===== src/rtl/uart_tx_arbiter.sv =====
// Round-robin, packet-locked arbiter that shares one UART transmitter among
// NUM_REQ byte-stream requesters and sequences each byte through the tx_busy handshake.
module uart_tx_arbiter #(
  parameter int NUM_REQ      = 4,
  parameter int BUSY_TIMEOUT = 16
) (
  input  logic                 clk,
  input  logic                 rst,
  input  logic [NUM_REQ-1:0]   req,
  input  logic [8*NUM_REQ-1:0] req_data,
  input  logic [NUM_REQ-1:0]   req_last,
  output logic [NUM_REQ-1:0]   req_ack,
  input  logic                 tx_busy,
  output logic                 uart_start,
  output logic [7:0]           uart_data,
  output logic [1:0]           grant,
  output logic                 grant_valid,
  output logic                 err
);

  localparam int CW = $clog2(BUSY_TIMEOUT) + 1;

  typedef enum logic [1:0] {IDLE, LOAD, WAIT_BUSY, WAIT_DONE} state_e;

  state_e             state_q, state_d;
  logic [1:0]         grant_q, grant_d;
  logic [1:0]         ptr_q, ptr_d;
  logic               grant_valid_q, grant_valid_d;
  logic [CW-1:0]      cnt_q, cnt_d;
  logic               last_q, last_d;
  logic               start_q, start_d;
  logic [7:0]         data_q, data_d;
  logic [NUM_REQ-1:0] ack_q, ack_d;
  logic               err_q, err_d;

  logic               found;
  logic [1:0]         winner;
  logic [1:0]         idx;
  logic               load_en;
  logic [1:0]         load_idx;
  logic [CW-1:0]      cnt_inc;

  // First requesting index in the circular order ptr, ptr+1, ...
  always_comb begin
    found  = 1'b0;
    winner = ptr_q;
    idx    = '0;
    for (int k = 0; k < NUM_REQ; k++) begin
      idx = ptr_q + 2'(k);
      if (!found && req[idx]) begin
        found  = 1'b1;
        winner = idx;
      end
    end
  end

  always_comb begin
    state_d       = state_q;
    grant_d       = grant_q;
    ptr_d         = ptr_q;
    grant_valid_d = grant_valid_q;
    cnt_d         = cnt_q;
    last_d        = last_q;
    start_d       = 1'b0;
    data_d        = data_q;
    ack_d         = '0;
    err_d         = 1'b0;
    load_en       = 1'b0;
    load_idx      = grant_q;
    cnt_inc       = cnt_q + CW'(1);

    unique case (state_q)
      IDLE: begin
        if (found) begin
          grant_d       = winner;
          grant_valid_d = 1'b1;
          load_en       = 1'b1;
          load_idx      = winner;
        end
      end
      LOAD: begin
        state_d = WAIT_BUSY;
        cnt_d   = '0;
      end
      WAIT_BUSY: begin
        if (tx_busy) begin
          state_d = WAIT_DONE;
        end else begin
          cnt_d = cnt_inc;
          // A transmitter that never answers costs this byte, not the packet.
          if (cnt_inc == CW'(BUSY_TIMEOUT - 1)) begin
            err_d   = 1'b1;
            state_d = WAIT_DONE;
          end
        end
      end
      WAIT_DONE: begin
        if (!tx_busy) begin
          if (!last_q && req[grant_q]) begin
            load_en  = 1'b1;
            load_idx = grant_q;
          end else begin
            err_d         = !last_q;
            ptr_d         = grant_q + 2'd1;
            grant_valid_d = 1'b0;
            state_d       = IDLE;
          end
        end
      end
      default: state_d = IDLE;
    endcase

    // Byte and its last flag are captured on entry so they stay stable through LOAD.
    if (load_en) begin
      state_d = LOAD;
      start_d = 1'b1;
      ack_d   = NUM_REQ'(1) << load_idx;
      data_d  = req_data[{load_idx, 3'b000} +: 8];
      last_d  = req_last[load_idx];
      cnt_d   = '0;
    end
  end

  always_ff @(posedge clk or posedge rst) begin
    if (rst) begin
      state_q       <= IDLE;
      grant_q       <= '0;
      ptr_q         <= '0;
      grant_valid_q <= 1'b0;
      cnt_q         <= '0;
      last_q        <= 1'b0;
      start_q       <= 1'b0;
      data_q        <= 8'h00;
      ack_q         <= '0;
      err_q         <= 1'b0;
    end else begin
      state_q       <= state_d;
      grant_q       <= grant_d;
      ptr_q         <= ptr_d;
      grant_valid_q <= grant_valid_d;
      cnt_q         <= cnt_d;
      last_q        <= last_d;
      start_q       <= start_d;
      data_q        <= data_d;
      ack_q         <= ack_d;
      err_q         <= err_d;
    end
  end

  assign req_ack     = ack_q;
  assign uart_start  = start_q;
  assign uart_data   = data_q;
  assign grant       = grant_q;
  assign grant_valid = grant_valid_q;
  assign err         = err_q;

endmodule


===== config.mk =====
export PLATFORM = sky130hd
export DESIGN_NAME = uart_tx_arbiter
export DESIGN_NICKNAME = d
export VERILOG_FILES = /design/src/rtl/uart_tx_arbiter.sv
export SDC_FILE = /design/constraint.sdc
export NUM_CORES = 1
export LEC_CHECK = 0
export ABC_AREA = 1
export ABC_CLOCK_PERIOD_IN_PS = 2600
export CORE_MARGIN = 4
export CORE_UTILIZATION = 52
export CTS_CLUSTER_DIAMETER = 80
export DETAILED_ROUTE_END_ITERATION = 12
export DONT_BUFFER_PORTS = 1
export GPL_ROUTABILITY_DRIVEN = 0
export PLACE_DENSITY = 0.67
export SLEW_MARGIN = 20
export SYNTH_ARGS = -nofsm -noshare
export SYNTH_HDL_FRONTEND = slang
export SYNTH_SLANG_ARGS = --single-unit

===== constraint.sdc =====
create_clock -name clk -period 2.6 [get_ports clk]
set_clock_uncertainty 0.1 [all_clocks]
set_input_delay 0.26 -clock clk [delete_from_list [all_inputs] [get_ports clk]]
set_output_delay 0.26 -clock clk [all_outputs]
set_load 0.05 [all_outputs]

**Run 1: the metal 2 layer**

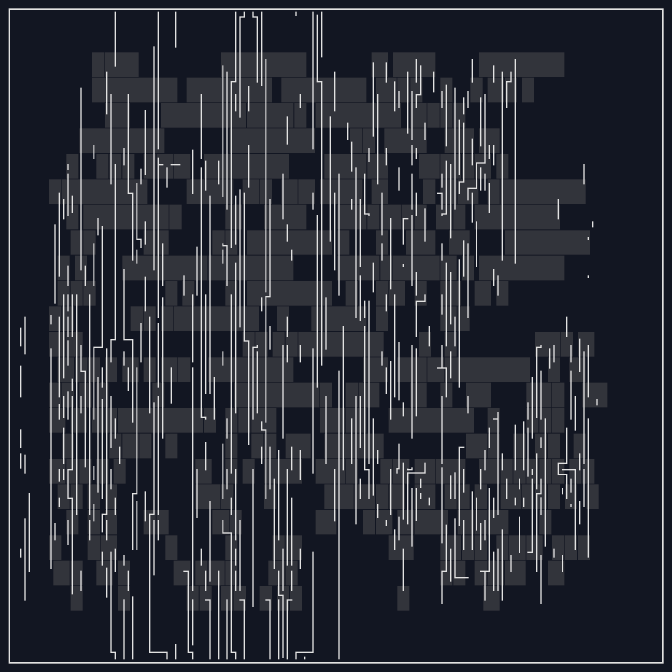
The longest straight run is 30.8 um. The layer carries 2290 um of wire. The layer holds 50% of the routed length. The wires run mostly vertical.

**Run 1: selected gate families**

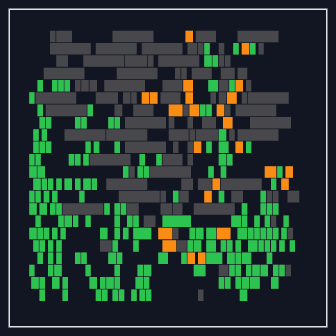
Orange stands for inverting AOI/OAI gates, cells 24, most used o21ai_0. Green stands for NAND gates, cells 185, most used nand2_1.

==> impl_metrics.tcl, run 1 <==
# place-and-route summary
set metrics [dict create \
    async_reset_ff_share_pct 100 \
    switching_power_share_of_the_total_pct 58.0 \
    fp_nets 350 \
    postRouteAntennaNets 0 \
    grt_overflow_total 0 \
    crit_chain "inv_2 -> nand2_2 -> nand3_1 -> nand2_1 -> nand3_2 -> nor2_2 -> nor2_2 -> or2_1 -> nand2_1 -> buf_4 -> nand2_1 -> nand2_1 -> nand2_1 -> nand2_1" \
    openroad.warnings 31 \
    setup_viol 0 \
    power.ir.vdd_worst_uv 656 \
    post_cts.resized_instances 0 \
    clock_power_mw 0.254 \
    area_growth_syn_to_layout_pct 4.86 \
    remaining_drc_errors 0 \
    critPathBufInv 2 \
    grt_setup_unrepaired "no" \
    cp_common_cell "nand2_1" \
    yosys_register_bits 27 \
    share_seq_of_total_power_pct 33.6 \
    initial_antenna_violation_count 0 \
    postCtsHoldBufs 1 \
    power_combinational_mw 1.76 \
    floorplan.io_pins 60 \
    synth.cell_area_sq_um 1980 \
    final.min_clock_period_ps 2220 \
    instances_no_fill 350 \
    layout.nets 353 \
    top_cell_area_share_pct 34.1 \
    placeableCoreArea_sq_um 3660 \
    max_cap_violations 0 \
    synth_seq_share_pct 34.1 \
    synth-area-yosys_sq_um 1980 \
    pwr.group.sequential_mw 1.02 \
    synth.lib_cells_used.distinct 32 \
    synth.area.top_cells "dfrtp_1 34%, nand2_1 27%, nand3_1 7.3%, inv_1 4.5%, ha_1 4.4%" \
    status "finished, final reports clean" \
    drt_iter0_markers 78 \
    largestPowerGroup "combinational logic" \
    p_int_mw 1.27 \
    synth.cellmix.xorXnorShare_pct 0.883 \
    cts_tree "done" \
    dp_slack_ps 403 \
    route.detailed.wl_per_inst_um 13.0 \
]
**Run 1: clock network drawn from the DEF**

Scale bar: 20 um.
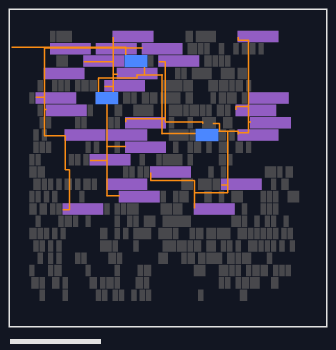
Purple stands for flip-flops, count 27. Orange stands for clock wires, length 307 um. Blue stands for clock drivers, count 3.
There are 4 routed clock nets.

[run 1: final timing paths]
| kind | start | slack, ps | to | cells after the start |
|---|---|---|---|---|
| min in group asynchronous | rst | 370 | uart_start | 3 |
| worst min register to register | last_q | 400 | last_q | 2 |
| worst min-delay path | tx_busy | 110 | err | 3 |
| worst max-delay path | ptr_q[0] | 380 | uart_data[6] | 14 |
| worst max register to register | ptr_q[0] | 380 | uart_data[6] | 14 |
| max in group asynchronous | rst | 1780 | req_ack[1] | 3 |
[run 1: metal layers]
layer  up-vias  track usage [%]
li1        950                -
met1       818             22.3
met2        53             34.9
met3         2             4.78
met4         0             1.28
met5         -                0
[run 1: metrics by stage]
step           cell area (sq um)  total power [mW]
2_1_floorplan               1980              2.50
3_3_place_gp                2020              2.79
3_5_place_dp                2020              2.80
4_1_cts                     2080              3.06
5_1_grt                     2080              3.34
6_report                    2080              3.03
[run 1: state kept, by name (all words and copies together), names as in the netlist]
name and flops:
err 1, state_q 2, last_q 1, grant_valid 1, grant 2, cnt_q 5, uart_start 1, req_ack 4
ptr_q 2, uart_data 8
[run 1: area by class of cell]
type / count / area [sq um] / area share (%)
multi-input combinational: 235 / 1120 / 54.0
sequential: 27 / 676 / 32.5
inverter: 27 / 101 / 4.87
timing repair buffer: 9 / 70.1 / 3.37
tap: 48 / 60.1 / 2.89
clock buffer: 3 / 41.3 / 1.99
clock inverter: 1 / 8.76 / 0.421
[run 1: worst register-to-register path: stages, from the launching register on]
cell and delay [ps]:
dfrtp_1 510, inv_2 150, nand2_2 100, nand3_1 70
nand2_1 150, nand3_2 130, nor2_2 120, nor2_2 70
or2_1 200, nand2_1 110, buf_4 200, nand2_1 70
nand2_1 80, nand2_1 50, nand2_1 50
==> inputs of run 2 (changes only) <==
- SLEW_MARGIN: 20 -> not set
**Run 2: placed cells, one colour a class**

Scale bar: 20 um.
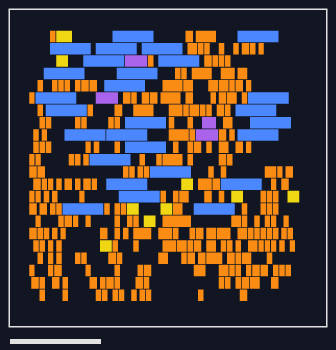
Orange stands for combinational and other logic, cells 262. Blue stands for flops, cells 27. Purple stands for clock drivers and dummy loads, cells 4. Yellow stands for other buffers and delay cells, cells 9.

**Run 2: placement view**

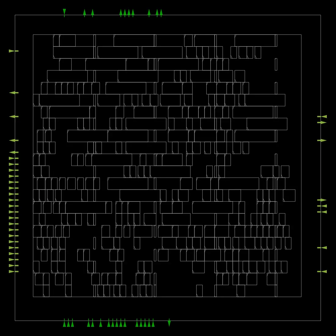
number of well-tap cells placed: 48
number of core rows: 22
final core occ: 56.8%
sequential cell count of the final layout: 27

**Run 2: selected gate families**

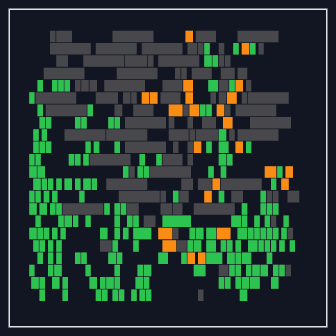
Green stands for NAND gates, cells 185, most used nand2_1. Orange stands for inverting AOI/OAI gates, cells 24, most used o21ai_0.

==> run 2 against run 1 <==
  * Worst setup slack did not move
  * Combinational power barely moved
  * Utilization did not move
  * Register-to-register slack barely moved
  * Critical path depth did not move
  * Global-route usage did not move
  * Sequential power barely moved
  * Routed wire length did not move
  * Maximum frequency did not move
==> impl_metrics.tcl, run 2 <==
# place-and-route summary
set metrics [dict create \
    status "finished, final reports clean" \
    synth-area-yosys_sq_um 1980 \
    openroad.warnings 31 \
    postRouteAntennaNets 0 \
    synth.cell_area_sq_um 1980 \
    cp_common_cell "nand2_1" \
    largest_register_ffs 8 \
    setup_viol 0 \
    area_growth_syn_to_layout_pct 4.86 \
    final.min_clock_period_ps 2220 \
    crit_chain "inv_2 -> nand2_2 -> nand3_1 -> nand2_1 -> nand3_2 -> nor2_2 -> nor2_2 -> or2_1 -> nand2_1 -> buf_4 -> nand2_1 -> nand2_1 -> nand2_1 -> nand2_1" \
    placeableCoreArea_sq_um 3660 \
    dp_slack_ps 403 \
    yosys_register_bits 27 \
    top_cell_area_share_pct 34.1 \
    cts_root_buffer "clkbuf_8" \
    grt_setup_unrepaired "no" \
    synth.lib_cells_used.distinct 32 \
    async_reset_ff_share_pct 100 \
    critPathMaxFanout 11 \
    initial_antenna_violation_count 0 \
    min_path_cells 3 \
    route.detailed.wl_per_inst_um 13.0 \
    synth_seq_share_pct 34.1 \
    floorplan.io_pins 60 \
    max_cap_violations 0 \
    instances_no_fill 350 \
    port_buffer_cells 0 \
    postCtsHoldBufs 1 \
    grt_overflow_total 0 \
    power.ir.vdd_worst_uv 656 \
    reg2reg_setup_slack_ps 380 \
    post_cts.resized_instances 0 \
    layout.nets 353 \
    fp_nets 350 \
    synth.area.top_cells "dfrtp_1 34%, nand2_1 27%, nand3_1 7.3%, inv_1 4.5%, ha_1 4.4%" \
    cts_tree "done" \
    remaining_drc_errors 0 \
    design_power_total_mw 3.03 \
    synth.cellmix.xorXnorShare_pct 0.883 \
]
## run 2: per-stage QoR
step	cell area, sq um	hold WS (ps)
floorplan	1980	213
global route	2080	146
finish	2080	115
global placement	2020	131
detailed placement	2020	131
CTS	2080	112
## run 2: logic make-up (layout without fill, tap and decap cells)
logic type	Yosys count	after routing
AND/OR/NAND/NOR	202	202
XOR/XNOR	2	2
buffers and inverters	38	40
adder cells (fa/ha/maj)	7	7
AND-OR/OR-AND	24	24
flip-flops	27	27
## run 2: report_power, final
group | internal, mW | total [mW] | switching, mW | leakage [nW]
Combinational | 0.589 | 1.76 | 1.17 | 0.755
Clock | 0.113 | 0.254 | 0.141 | 0.0261
Sequential | 0.571 | 1.02 | 0.446 | 0.349
## run 2: cell type report
cell class	count	area (sq um)	area share, %
sequential	27	676	32.5
clock buffer	3	41.3	1.99
tap	48	60.1	2.89
clock inverter	1	8.76	0.421
timing repair buffer	9	70.1	3.37
multi-input combinational	235	1120	54.0
inverter	27	101	4.87
## run 2: per-layer routing
metal / track usage [%] / up-vias
met4: 1.28 / 0
met3: 4.78 / 2
met1: 22.3 / 818
met2: 34.9 / 53
met5: 0 / -
li1: - / 950
## run 2: worst paths after layout
path,startpoint,end
hold / removal,tx_busy,err
max in group asynchronous,rst,req_ack[1]
setup / recovery,ptr_q[0],uart_data[6]
min in group asynchronous,rst,uart_start
hold reg to reg,last_q,last_q
setup reg to reg,ptr_q[0],uart_data[6]
## run 2: critical path: cells and delay by family (launching register included)
family | cells | cell delay (ps)
buffers and inverters | 2 | 350
flip-flops | 1 | 510
AND/OR/NAND/NOR | 12 | 1200
==> inputs of run 3 (changes only) <==
- REMOVE_ABC_BUFFERS: not set -> 1
- SETUP_SLACK_MARGIN: not set -> 0.15
**Run 3: selected gate families**

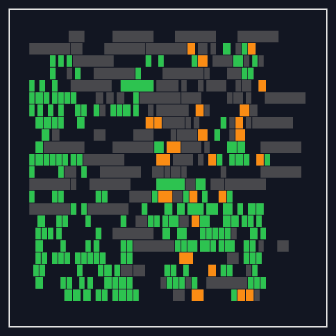
Orange stands for inverting AOI/OAI gates, cells 24, most used o21ai_0. Green stands for NAND gates, cells 185, most used nand2_1, where all over the die.

**Run 3: the metal 2 layer**

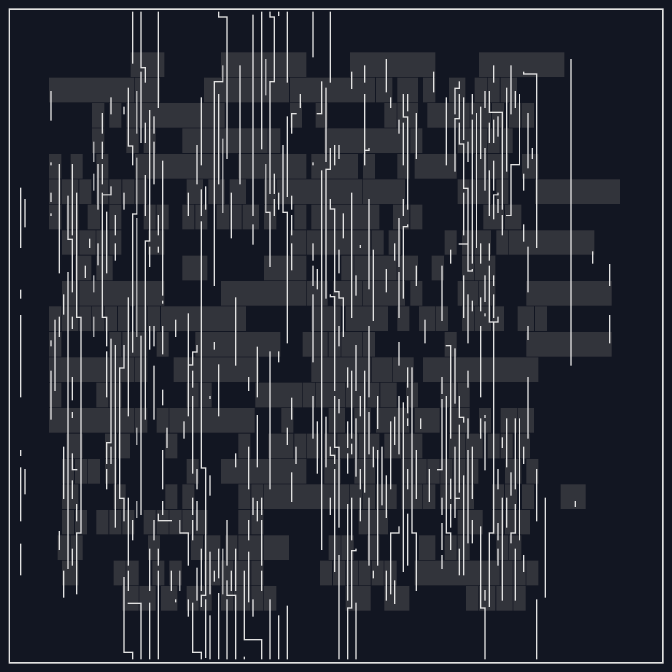
254 nets have wire on it. The layer holds 47% of the routed length.

**Run 3: placed cells, one colour a class**

Scale bar: 20 um.
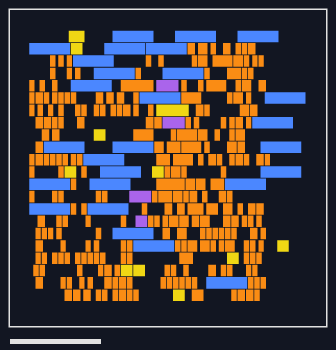
Blue stands for flops, cells 27. Orange stands for combinational and other logic, cells 262. Purple stands for clock drivers and dummy loads, cells 4. Yellow stands for other buffers and delay cells, cells 11.

==> run 3 against run 2 <==
  * Hold slack got worse by 1.6 ps
  * Final cell count rose by 0.57%
  * Die area did not move
  * Combinational power increased by 2%
  * Global-route usage decreased by 0.40 points
  * Synthesized area unchanged
  * Sequential share of layout area decreased by 0.58 points
  * Sequential cell count unchanged
  * Sequential power is essentially flat
  * Cell area grew 1.8%
  * Clock power barely moved
  * Utilization rose by 1.0 points
==> impl_metrics.tcl, run 3 <==
# place-and-route summary
set metrics [dict create \
    floorplan.io_pins 60 \
    critPathBufInv 2 \
    synth.cell_area_sq_um 1980 \
    openroad.warnings 31 \
    cts_tree "done" \
    crit_chain "buf_4 -> nand2_1 -> nand2_2 -> nand2_1 -> nand2_2 -> nand3_2 -> o21ai_2 -> nand2_2 -> buf_4 -> nand3_1 -> nand2_1 -> nand2_1 -> nand2_1 -> nand2_1 -> nand2_1" \
    postRouteAntennaNets 0 \
    rr_startpoint "ptr_q[0]" \
    max_cap_violations 0 \
    grt_overflow_total 0 \
    min_path_cells 3 \
    reg2reg_setup_slack_ps 370 \
    worstRegToRegCells 15 \
    placed_cell_area_sq_um 2010 \
    largest_register_ffs 8 \
    grt_setup_unrepaired "yes" \
    layout.core_utilization_pct 57.8 \
    synth.area.top_cells "dfrtp_1 34%, nand2_1 27%, nand3_1 7.3%, inv_1 4.5%, ha_1 4.4%" \
    power.ir.vdd_worst_uv 767 \
    hold_end "err" \
    gr-usage-met1_pct 23.9 \
    async_reset_ff_share_pct 100 \
    initial_antenna_violation_count 0 \
    hp-start "tx_busy" \
    area_growth_syn_to_layout_pct 6.75 \
    placeableCoreArea_sq_um 3660 \
    synth.lib_cells_used.distinct 32 \
    timing.critical_path.max_delay_family "simple AND/OR/NAND/NOR gates" \
    cp_common_cell "nand2_1" \
    synth-area-yosys_sq_um 1980 \
    levels_on_crit_path 15 \
    layout.nets 355 \
    critPathMaxFanout 11 \
    status "finished, final reports clean" \
    design_power_total_mw 3.07 \
    num_rows 22 \
    regToRegEndpoint "uart_data[0]" \
    remaining_drc_errors 0 \
    route.detailed.wl_per_inst_um 12.5 \
    worstSetupStartpoint "ptr_q[0]" \
    top_cell_area_share_pct 34.1 \
    drt_iter0_markers 91 \
]
## run 3: netlist changes by cell type in the layout (fill, tap and decap cells not counted), sizes merged
cell | before | now
buf | 8 | 10
clkinvlp | 0 | 1
inv | 28 | 27
## run 3: through the flow
step                setup WS (ps)  hold WS [ps]
CTS                           252           103
floorplan                     370           213
global placement              319           134
finish                        367           113
detailed placement            284           145
global route                  133           109
## run 3: kinds of logic after synthesis
kind of cell	Yosys count	synth area share [%]
buffers and inverters	38	9.34
adder cells (fa/ha/maj)	7	4.42
XOR/XNOR	2	0.883
AND/OR/NAND/NOR	202	44.1
flip-flops	27	34.1
AND-OR/OR-AND	24	7.19
## run 3: what timing repair did
action	CTS	global route
buffers inserted	0	3
setup endpoints to repair	0	11
endpoints found under the hold margin	27	0
gates resized	0	2
hold buffers	1	0
## run 3: power by group
| part | total [mW] | switching, mW | internal, mW |
|---|---|---|---|
| sequential | 1.02 | 0.446 | 0.572 |
| combinational | 1.80 | 1.16 | 0.634 |
| clock | 0.254 | 0.145 | 0.109 |
## run 3: area by class of cell
| type | instances | area (sq um) | share of cell area, % |
|---|---|---|---|
| clock inverter | 1 | 7.51 | 0.355 |
| tap | 48 | 60.1 | 2.84 |
| sequential | 27 | 676 | 31.9 |
| inverter | 27 | 101 | 4.79 |
| timing repair buffer | 11 | 97.6 | 4.61 |
| clock buffer | 3 | 41.3 | 1.95 |
| multi-input combinational | 235 | 1130 | 53.5 |
## run 3: worst min-delay path, stage by stage
cell     delay (ps)
inv_1            50
nand3_1          80
o22ai_1          70
## run 3: per-layer routing
layer  vias to the layer above  wire, um
li1                        955         -
met1                       816      1990
met2                        44      2080
met3                         5       286
met4                         0        33
met5                         -         0
Power figures rest on the tool's default switching activity, not on a simulated workload.
